### Register map, names as in the netlist

The bar under the picture is 20 µm long. Other sequential cells in the stronger grey, the rest of the logic in the fainter grey.
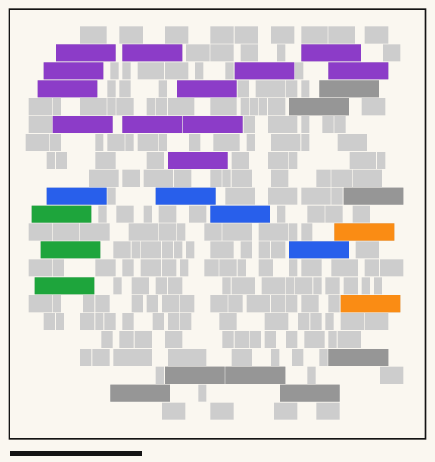
### Placement view

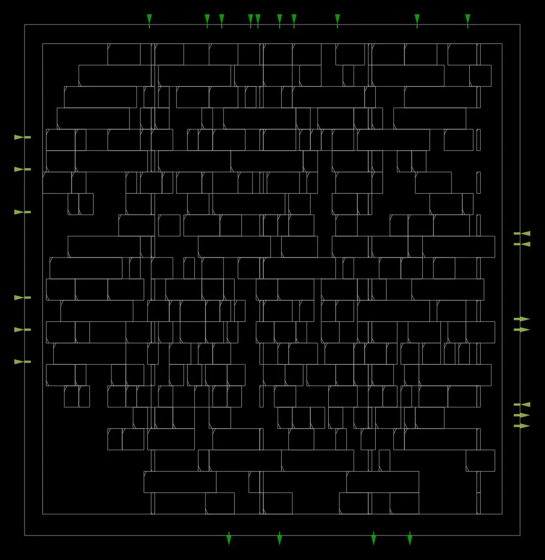
### Cell area per tile

The bar under the picture is 20 µm long. 6 x 6 tiles, from white (low) to dark blue (high), 0 to 100% covered.
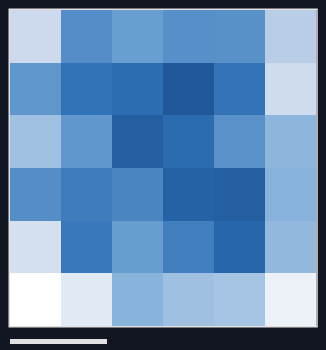
### Nets reached from selected ports

The bar under the picture is 20 µm long.
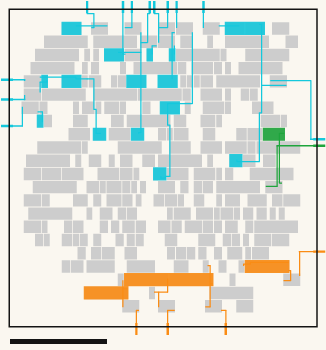
### Supply network

The bar under the picture is 20 µm long. Pins as bars on the die edge. Tap cells in grey.
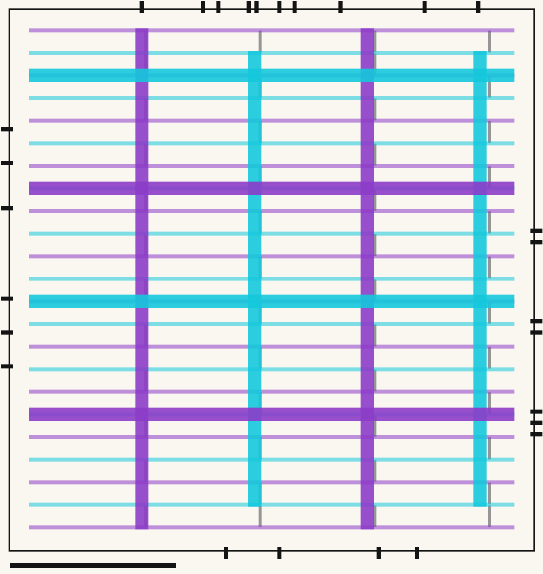
==> src/rtl/p_logic_reduce.sv <==
// p_logic_reduce: sequential bitwise reduction engine.
// Captures NB_INS operand buses plus an operator in one input handshake,
// folds one operand per clock and holds the result behind a valid/ready
// output handshake. Supported operators are OR, AND, XOR, NOR, NAND and
// XNOR; the two reserved codes return zero and raise op_err.
module p_logic_reduce #(
   parameter int BUS_WIDTH = 4,
   parameter int NB_INS    = 3
) (
   input  logic                 clk,
   input  logic                 rst_n,
   input  logic                 in_valid,
   output logic                 in_ready,
   input  logic [2:0]           op,
   input  logic [BUS_WIDTH-1:0] in_buses [NB_INS-1:0],
   output logic                 out_valid,
   input  logic                 out_ready,
   output logic [BUS_WIDTH-1:0] out_bus,
   output logic                 op_err,
   output logic                 busy
);

   localparam int IDX_W = $clog2(NB_INS) + 1;

   typedef enum logic [1:0] {
      IDLE = 2'd0,
      FOLD = 2'd1,
      DONE = 2'd2
   } state_t;

   state_t               r_state;
   state_t               w_nextState;

   logic [BUS_WIDTH-1:0] r_ops [NB_INS-1:0];
   logic [2:0]           r_op;
   logic [BUS_WIDTH-1:0] r_acc;
   logic [IDX_W-1:0]     r_idx;
   logic [BUS_WIDTH-1:0] r_outBus;
   logic                 r_opErr;

   logic                 w_accept;
   logic                 w_lastFold;
   logic [BUS_WIDTH-1:0] w_curOperand;
   logic [BUS_WIDTH-1:0] w_folded;

   // Base combining operator; the inverted flavours share the base of their
   // non-inverted partner and only differ in the final inversion.
   function automatic logic [BUS_WIDTH-1:0] baseOp(input logic [2:0] opc,
                                                   input logic [BUS_WIDTH-1:0] a,
                                                   input logic [BUS_WIDTH-1:0] b);
      case (opc)
         3'b001, 3'b100: return a & b;
         3'b010, 3'b101: return a ^ b;
         default:        return a | b;
      endcase
   endfunction

   // Turns the folded accumulator into the published result.
   function automatic logic [BUS_WIDTH-1:0] finalize(input logic [2:0] opc,
                                                     input logic [BUS_WIDTH-1:0] v);
      case (opc)
         3'b000, 3'b001, 3'b010: return v;
         3'b011, 3'b100, 3'b101: return ~v;
         default:                return '0;
      endcase
   endfunction

   function automatic logic isReserved(input logic [2:0] opc);
      return opc[2] & opc[1];
   endfunction

   assign w_accept   = (r_state == IDLE) && in_valid;
   assign w_lastFold = (r_idx == IDX_W'(NB_INS - 1));
   assign w_folded   = baseOp(r_op, r_acc, w_curOperand);

   // Select the captured operand addressed by the fold index.
   always_comb begin
      w_curOperand = '0;
      for (int i = 0; i < NB_INS; i++) begin
         if (r_idx == IDX_W'(i)) begin
            w_curOperand = r_ops[i];
         end
      end
   end

   // State register; reset aborts any in-flight transaction immediately.
   always_ff @(posedge clk or negedge rst_n) begin
      if (!rst_n) begin
         r_state <= IDLE;
      end else begin
         r_state <= w_nextState;
      end
   end

   // Next-state logic: accept in IDLE, fold until the last operand, then
   // wait in DONE for the consumer.
   always_comb begin
      w_nextState = r_state;
      case (r_state)
         IDLE: begin
            if (w_accept) begin
               w_nextState = (NB_INS > 1) ? FOLD : DONE;
            end
         end
         FOLD: begin
            if (w_lastFold) begin
               w_nextState = DONE;
            end
         end
         DONE: begin
            if (out_ready) begin
               w_nextState = IDLE;
            end
         end
         default: w_nextState = IDLE;
      endcase
   end

   // Datapath: operand capture, accumulation and the registered result.
   always_ff @(posedge clk or negedge rst_n) begin
      if (!rst_n) begin
         for (int i = 0; i < NB_INS; i++) begin
            r_ops[i] <= '0;
         end
         r_op     <= '0;
         r_acc    <= '0;
         r_idx    <= '0;
         r_outBus <= '0;
         r_opErr  <= 1'b0;
      end else begin
         case (r_state)
            IDLE: begin
               if (w_accept) begin
                  for (int i = 0; i < NB_INS; i++) begin
                     r_ops[i] <= in_buses[i];
                  end
                  r_op  <= op;
                  r_acc <= in_buses[0];
                  r_idx <= IDX_W'(1);
                  if (NB_INS == 1) begin
                     r_outBus <= finalize(op, in_buses[0]);
                     r_opErr  <= isReserved(op);
                  end
               end
            end
            FOLD: begin
               r_acc <= w_folded;
               r_idx <= r_idx + IDX_W'(1);
               if (w_lastFold) begin
                  r_outBus <= finalize(r_op, w_folded);
                  r_opErr  <= isReserved(r_op);
               end
            end
            DONE: begin
               if (out_ready) begin
                  r_outBus <= '0;
                  r_opErr  <= 1'b0;
               end
            end
            default: ;
         endcase
      end
   end

   assign in_ready  = (r_state == IDLE) && rst_n;
   assign busy      = (r_state != IDLE);
   assign out_valid = (r_state == DONE);
   assign out_bus   = r_outBus;
   assign op_err    = r_opErr;

endmodule

==> config.mk <==
export PLATFORM = sky130hd
export DESIGN_NAME = p_logic_reduce
export DESIGN_NICKNAME = d
export VERILOG_FILES = /design/src/rtl/p_logic_reduce.sv
export SDC_FILE = /design/constraint.sdc
export NUM_CORES = 1
export LEC_CHECK = 0
export ABC_CLOCK_PERIOD_IN_PS = 7000
export CAP_MARGIN = 20
export CORE_AREA = 2 2 61 63
export DETAILED_ROUTE_END_ITERATION = 10
export DIE_AREA = 0 0 63 65
export PLACE_DENSITY = 0.81
export SKIP_CTS_REPAIR_TIMING = 1
export SLEW_MARGIN = 20
export SYNTH_ARGS = -nofsm -noshare
export SYNTH_HDL_FRONTEND = slang
export SYNTH_SLANG_ARGS = --single-unit
export TNS_END_PERCENT = 1
==> constraint.sdc <==
create_clock -name clk -period 7 [get_ports clk]
set_input_delay 1.4 -clock clk [delete_from_list [all_inputs] [get_ports clk]]
set_output_delay 1.4 -clock clk [all_outputs]
set_load 0.01 [all_outputs]
==> impl_metrics.env <==
# physical design summary
export IMPL_outcome="finished clean"
export IMPL_worst_hold_slack_ns=0.491
export IMPL_required_ns=5.60
export IMPL_fp_nets=242
export IMPL_clkTransAtPathRegs_ns=0.09
export IMPL_clk_latency_ns=0.33
export IMPL_syn_to_final_growth_pct=16.1
export IMPL_warnings=33
export IMPL_synth_chip_area_um2=1930
export IMPL_drv_slew=0
export IMPL_diodes=0
export IMPL_reg2reg_slack_ns=4.52
export IMPL_hold_violations=0
export IMPL_synth_stat_cells=211
export IMPL_fin_worst_skew_ns=0.00706
export IMPL_setup_violations=0
export IMPL_wl_per_cell_um=13.1
export IMPL_grt_pass1_wl_um=6650
export IMPL_cp_end_kind="output pin"
export IMPL_path_class="in -> out"
export IMPL_grt_max_degree=31
export IMPL_holdCritStartpoint="out_bus[1]$_DFFE_PN0P_"
export IMPL_clockBufferDepth=2
export IMPL_setup_tns_ns=0
export IMPL_ant_nets=0
export IMPL_swShare_pct=44.5
export IMPL_drt_drc_violations_left=0
export IMPL_ys_ff=29
export IMPL_p_clk_share_pct=9.0
export IMPL_yosysTopAreaCellShare_pct=37.7
export IMPL_drt_iter0_markers=62
export IMPL_edf_count=0
export IMPL_reg2reg_depth=8
export IMPL_cts_tree="yes"
export IMPL_cts_sink_count=29
export IMPL_power_density_nw_per_um2=493
export IMPL_slew_headroom_pct=53.1
export IMPL_ys_warn_count=0
export IMPL_hold_path_depth=2
export IMPL_arrival_ns=2.93
export IMPL_mux_area_share_pct=7.93
export IMPL_syn_area_per_cell_um2=9.13
export IMPL_power_internal_w=0.000612
export IMPL_power_frac_seq_pct=32.1
export IMPL_synthDistinctLibCells=40
export IMPL_synth_seq_share_pct=37.7
export IMPL_firstDrtPassIters=4
export IMPL_grt_usage_pct=20.9
export IMPL_tightest_slew_ns=0.704
export IMPL_rsz0062_at_grt="no"
export IMPL_cp_start_kind="input pin"
export IMPL_nets=265
export IMPL_logic_area_um2=1060
export IMPL_synth_top_cell_by_area="dfrtp_1"
export IMPL_period_needed_ns=4.33
export IMPL_power_switching_w=0.000490
export IMPL_antenna_found_initial=0
export IMPL_dieArea_um2=4100
export IMPL_synth_cell_area_um2=1930
export IMPL_dpl_hpwl_um=2710
export IMPL_synthTopCellsByArea="dfrtp_1 38%, ha_1 7.8%, mux2_2 5.8%"
export IMPL_max_cap_viol_count=0
export IMPL_grt_overflow=0
export IMPL_synthTopLogicFamily="AND-OR/OR-AND gates"
export IMPL_r2r_start="r_idx[0]$_DFFE_PN0P_"
export IMPL_synthCells=211
export IMPL_fmax_ghz=0.231
export IMPL_flop_cell="dfrtp_1"
export IMPL_drive_gt1_share_pct=11.1
export IMPL_power_w=0.00110
export IMPL_whs_endpoint="out_bus[1]$_DFFE_PN0P_"
export IMPL_place_gp_congestion=0.793
export IMPL_worstPathMaxFanout=30
export IMPL_fa_ha_area_share_pct=7.80
export IMPL_worstReg2RegEnd="out_bus[1]$_DFFE_PN0P_"
export IMPL_comb_power_share_pct=58.9
export IMPL_async_flop_share_pct=100
export IMPL_ys_sh_xor_pct=0.455
export IMPL_h_tree_depth=2
export IMPL_vias_per_cell=5.59
export IMPL_hp_class="reg -> reg"
export IMPL_wl_um=3720
export IMPL_numCtsBuffers=5
export IMPL_grt_pass1_vias=1490
export IMPL_finalClockPeriodUsage_pct=61.8
export IMPL_vias=1582
export IMPL_compound_area_share_pct=22.8
export IMPL_clock_root_buffer="clkbuf_4"
export IMPL_leakagePower_nw=0.990
export IMPL_simple_gate_area_share_pct=16.0
Notes on 'Register map, names as in the netlist' above:
| signal | colour | flops |
|---|---|---|
| `r_state` | orange | 2 |
| `r_ops` | purple | 12 |
| `r_op` | green | 3 |
| `r_acc` | blue | 4 |
not coloured: 8
Register Area: 726 µm²
end-of-flow core utilization: 64.0%
sequential power: 0.000354 W
flop share of the area: 32.5%

Notes on 'Placement view' above:
flop count: 29
Rows: 22
core area: 3500 µm²
Filler cells: 322

Notes on 'Cell area per tile' above:
tiles over 75% full: 19%
fullest tile: 84%
nearly empty tiles: 2.8%
emptiest ninth of the die: bottom left
mean over tiles: 53%
Init Core Util: 55.1%

Notes on 'Nets reached from selected ports' above:
| port | colour | bits | direction | edge | end cells | buffers | wire |
|---|---|---|---|---|---|---|---|
| `in_buses` | cyan | 12 | input | 8 top, 3 left, 1 right | 16 | 12 | 238 µm |
| `out_bus` | orange | 4 | output | 3 bottom, 1 right | 4 | 4 | 58.4 µm |
| `in_valid` | green | 1 | input | right | 1 | 1 | 29.8 µm |
io pins: 27
PortBufs: 26

Notes on 'Supply network' above:
| net | colour |
|---|---|
| VSS | purple |
| VDD | cyan |
met4 straps: 4
met1 rails: 23
tap cells: 48
rows: 22
width of the die: 63 µm
Worst VDD drop: 0.350 mV
chip height: 65 µm

cell usage in the layout, fill, tap and decap left out, drive strengths merged, types with 3 or more instances in the layout:
cell type      instances
o31ai                  5
clkdlybuf4s50         26
or3                    3
nor2b                  4
nand2                 27
clkbuf                 6
mux2                  10
nand3                  4
ha                    12
inv                   16
a21oi                 13
a211o                  4
mux2i                  4
nand2b                 5
a211oi                 6
nor2                  10
o21ai                 19
a22oi                  4
a2bb2oi                4
dfrtp                 29
stage by stage:
step / cell area [µm²] / util, % / setup slack, ns / std cells
2_1_floorplan: 1930 / - / 4.01 / 211
3_3_place_gp: 2180 / 62.5 / 2.67 / 275
3_5_place_dp: 2180 / 62.5 / 2.63 / 275
4_1_cts: 2240 / 64.0 / 2.63 / 283
5_1_grt: 2240 / 64.0 / 2.52 / 283
6_report: 2240 / 64.0 / 2.67 / 283
cell families after synthesis:
| logic type | count (synthesis) |
|---|---|
| flip-flops | 29 |
| XOR/XNOR | 1 |
| adder cells (fa/ha/maj) | 12 |
| multiplexers | 14 |
| buffers and inverters | 28 |
| AND/OR/NAND/NOR | 62 |
| AND-OR/OR-AND | 65 |
how the worst max path moves through the flow:
stage | startpoint | endpoint | slack, ns | depth (start not counted)
global placement | rst_n | in_ready | 2.67 | 5
finish | rst_n | in_ready | 2.67 | 5
detailed placement | rst_n | in_ready | 2.63 | 5
global route | rst_n | in_ready | 2.52 | 5
floorplan | rst_n | in_ready | 4.01 | 2
CTS | rst_n | in_ready | 2.63 | 5
synthesized netlist by cell type, types with 3 or more instances:
master      n
ha_1       12
inv_1      15
a211o_1     4
a2bb2oi_1   4
a211oi_1    6
nand3_1     4
nand2b_1    5
buf_4       4
mux2_2     10
nor2_1     10
dfrtp_1    29
o31ai_1     5
nand2_1    26
buf_2       5
a22oi_1     4
nor2b_1     4
mux2i_1     4
or3_1       3
o21ai_0    19
a21oi_1    13
power groups by stage:
stage / registers (W) / clock network (W) / logic (W)
4_1_cts: 0.000353 / 0.000103 / 0.000654
6_report: 0.000354 / 0.0000994 / 0.000649
2_1_floorplan: 0.000305 / 0 / 0.000564
5_1_grt: 0.000373 / 0.000114 / 0.000728
3_5_place_dp: 0.000356 / 0 / 0.000650
3_3_place_gp: 0.000352 / 0 / 0.000635
flip-flops by register name (all words and copies together) (netlist names):
register,flops
r_state,2
r_idx,3
r_acc,4
out_bus,4
r_op,3
op_err,1
r_ops,12
per-layer routing:
metal,share of wire (%),wire [µm],global-route usage [%],up-vias
met5,0,0,0,-
met4,1.4,51,8.33,0
met3,3.7,136,6.77,5
met2,48,1790,33.0,27
met1,47,1740,26.6,755
li1,-,-,-,795
area by class of cell:
class,count,area share [%]
well taps,48,2.69
repair buffers,28,12.3
multi-input cells,154,47.6
flip-flops and latches,29,32.5
inverters,16,2.69
clock inverters,2,0.448
clock buffers,6,1.85
worst max-delay path, cell delays in order:
cell,delay (ns)
clkdlybuf4s50_1,0.45
buf_4,0.34
inv_1,0.07
nor2_1,0.11
clkdlybuf4s50_1,0.54
No activity file was given, so power comes from the tool's default toggle rates.
